### Wire density map

The die is cut into 24 by 24 equal tiles; white is low, dark blue is high, scaled to the fullest tile. Values are wire area over tile area, all layers added.
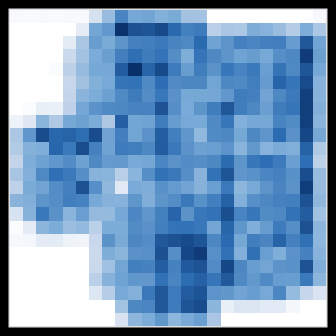
### M1 wires

Bar = 100 um. Cells faint in the background.
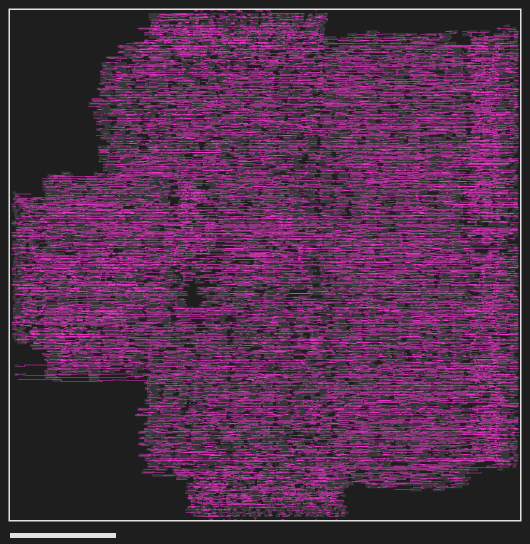
### Routing congestion

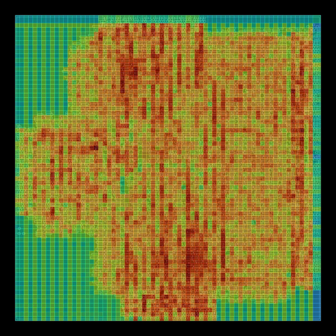
### Wiring by layer

Bar = 100 um. Only two layers are drawn.
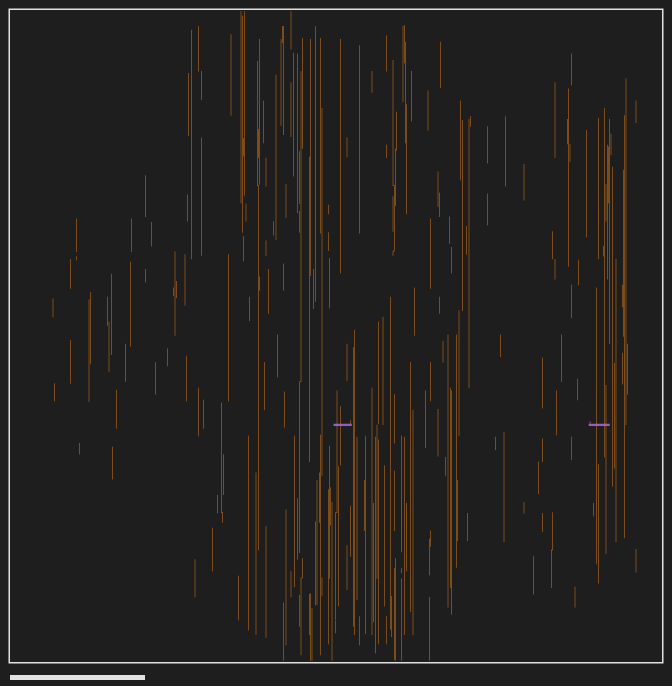
### A small window of the routed layout

Bar = 5 um. Window x 351 to 371, y 351 to 371 um. Cells in gray, sequential cells in the stronger gray; small squares are vias.
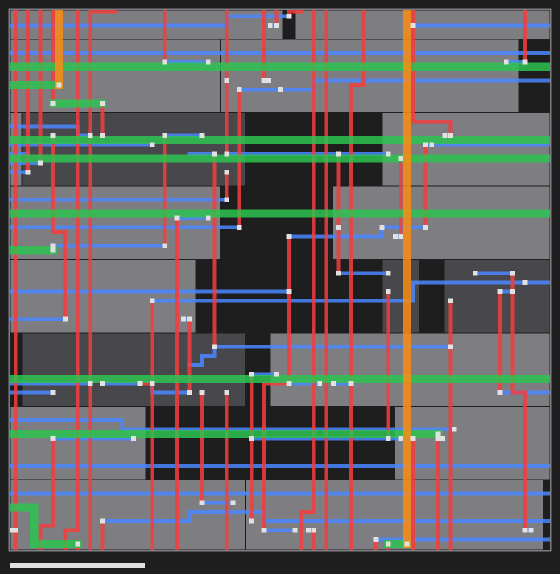
==> config.mk <==
export PLATFORM = sky130hd
export DESIGN_NAME = cache_l2a_responder
export DESIGN_NICKNAME = d
export VERILOG_FILES = /design/src/rtl/cache_l2a_responder_pkg.sv /design/src/rtl/l2a_tag_data_array.sv /design/src/rtl/cache_l2a_responder.sv
export SDC_FILE = /design/constraint.sdc
export NUM_CORES = 2
export LEC_CHECK = 0
export CAP_MARGIN = 10
export CORE_MARGIN = 2
export CORE_UTILIZATION = 50
export DETAILED_ROUTE_END_ITERATION = 8
export HOLD_SLACK_MARGIN = 0.05
export PLACE_DENSITY = 0.69
export SYNTH_ARGS = -nofsm -noshare
export SYNTH_HDL_FRONTEND = slang
export SYNTH_SLANG_ARGS = --single-unit
==> constraint.sdc <==
create_clock -name clk -period 4.8 [get_ports clk]
set_clock_uncertainty 0.1 [all_clocks]
set_input_delay 0.48 -clock clk [delete_from_list [all_inputs] [get_ports clk]]
set_output_delay 0.48 -clock clk [all_outputs]
set_load 0.005 [all_outputs]
==> results.json <==
{
  "drv_slew": 0,
  "fp.dieW_um": 482,
  "die_area_um2": 232000,
  "gp_congestion": 0.815,
  "largest_register_ffs": 2048,
  "ys_sh_mux": 0.180,
  "outcome": "finished, final reports clean",
  "synth_warnings": 0,
  "critPathRequiredTime_ns": 4.22,
  "arrival_ns": 4.15,
  "placed_cells": 9229,
  "path_cells": "buf_16 > buf_12 > buf_12 > buf_4 > mux4_2 > o22ai_1 > a211oi_1 > a21oi_4 > xnor2_1 > a211oi_2 > and4_4 > nand2_4 > and2_4 > buf_2",
  "synth_xor_xnor_area_share": 0.00215,
  "cpPeakStageDelay_ns": 0.55,
  "drt-vias-per-instance": 6.16,
  "grt_pass1_wl_mm": 445,
  "endpoint_kind": "output pin",
  "worstSetupPathType": "reg2out",
  "avgSynthCellArea_um2": 20.0,
  "async_flop_share": 0.176,
  "grt_pass1_vias": 61839,
  "fill_cells": 15839,
  "path_delay_family": "AND-OR/OR-AND gates",
  "firstDrtPassIters": 5,
  "synth_top_area_share": 0.632
}
Back to the opening pictures, 'Wire density map':
- tiles over half the peak: 59%
- fullest tile: 0.48
- emptiest ninth of the die: south-west
- nearly empty tiles: 15%
- mean over tiles: 0.23
WL/cell: 31.6 um
DRT Wirelength: 316 mm
global-route usage over all layers: 0.271
Vias: 61514

Back to the opening pictures, 'M1 wires':
- main direction: horizontal
- share of all routed wire: 38%
- longest straight run: 132 um
- wire length on this layer: 119 mm
- nets with wire on the layer: 6637
GR Util met1: 0.371

Back to the opening pictures, 'Routing congestion':
GR Layer Usage met2: 0.423
GR peak layer: met2

Back to the opening pictures, 'Wiring by layer':
- purple: metal 5 (wire length 25.8 um)
- orange: metal 4 (wire length 16000 um)

Back to the opening pictures, 'A small window of the routed layout':
- orange: metal 4
- green: metal 3
- red: metal 2
- blue: metal 1
- sequential cells in the window: 10
- most frequent: edfxtp_1 (10), mux4_2 (2), clkinv_1 (1)
- cells with their middle in the window: 13

-- power groups by stage --
stage          clock network, W  logic [W]  registers [W]
4_1_cts                  0.0232     0.0263         0.0344
3_5_place_dp                  0     0.0256         0.0350
5_1_grt                  0.0242     0.0282         0.0346
2_1_floorplan                 0     0.0165         0.0343
3_3_place_gp                  0     0.0251         0.0349
6_report                 0.0229     0.0264         0.0345
-- stage by stage --
step	cell area, um2	power [W]
after floorplan	114000	0.0508
after CTS	137000	0.0839
after detailed placement	125000	0.0606
after global placement	125000	0.0599
final	137000	0.0838
after global routing	137000	0.0870
-- metal layers --
metal	part of all wire	track usage
met4	0.051	0.128
met5	0.000079	0
met3	0.098	0.0525
met1	0.38	0.371
met2	0.47	0.423
-- cell usage in the layout (no fill, tap or decap), types with 10 or more instances in the layout --
| master | synthesis | final |
|---|---|---|
| edfxtp_1 | 2400 | 2400 |
| mux4_2 | 702 | 702 |
| clkdlybuf4s50_1 | 0 | 610 |
| dfrtp_1 | 512 | 508 |
| nand2_1 | 341 | 338 |
| clkbuf_16 | 0 | 314 |
| buf_4 | 25 | 228 |
| mux2_2 | 218 | 218 |
| mux2i_1 | 199 | 191 |
| inv_1 | 160 | 160 |
| nand3_1 | 153 | 153 |
| dlygate4sd3_1 | 0 | 153 |
| a21oi_1 | 144 | 138 |
| a221o_1 | 129 | 129 |
| clkbuf_1 | 231 | 77 |
| nor2_4 | 0 | 65 |
| o21ai_0 | 70 | 62 |
| clkinv_1 | 0 | 48 |
| buf_12 | 0 | 43 |
| clkinv_2 | 0 | 42 |
| and3_1 | 35 | 33 |
| diode_2 | 0 | 26 |
| nand2b_1 | 26 | 23 |
| nor2_1 | 90 | 21 |
| clkbuf_8 | 0 | 21 |
| bufinv_16 | 0 | 21 |
| mux2_1 | 19 | 19 |
| a22oi_1 | 17 | 17 |
| a22o_1 | 15 | 15 |
| xor2_1 | 16 | 14 |
| nor3_1 | 16 | 14 |
| xnor2_1 | 12 | 10 |
-- what timing repair did --
action	CTS	global route
endpoints found under the hold margin	239	0
buffers inserted	23	13
pin swaps	12	12
gates resized	41	21
cloned	3	0
endpoints found under the setup margin	2	2
hold buffers	153	0
-- logic make-up (layout without fill, tap and decap cells) --
family	count (synthesis)	in the layout
flops	2912	2912
mux	1138	1138
simple gates	691	691
buf+inv	515	1750
compound gates	423	423
xor+xnor	28	28
fa+ha+maj	3	3
other cells	1	32
-- area by class of cell --
class / count / area [um2] / area share
Antenna cell: 26 / 65.1 / 0.000475
Clock buffer: 412 / 8440 / 0.0616
Clock inverter: 129 / 1160 / 0.00848
Inverter: 160 / 601 / 0.00438
Multi-Input combinational cell: 2289 / 27600 / 0.202
Sequential cell: 2912 / 84900 / 0.620
Tap cell: 3009 / 3760 / 0.0275
Timing Repair Buffer: 1049 / 10400 / 0.0762
-- synth_stat cells (all sizes together), types with 71 or more instances --
cell type,number
mux4,702
buf,123
inv,160
nand3,153
a21oi,145
nor2,90
edfxtp,2400
clkbuf,232
nand2,341
mux2,237
a221o,129
o21ai,71
dfrtp,512
mux2i,199
Power and IR drop assume default switching activity.
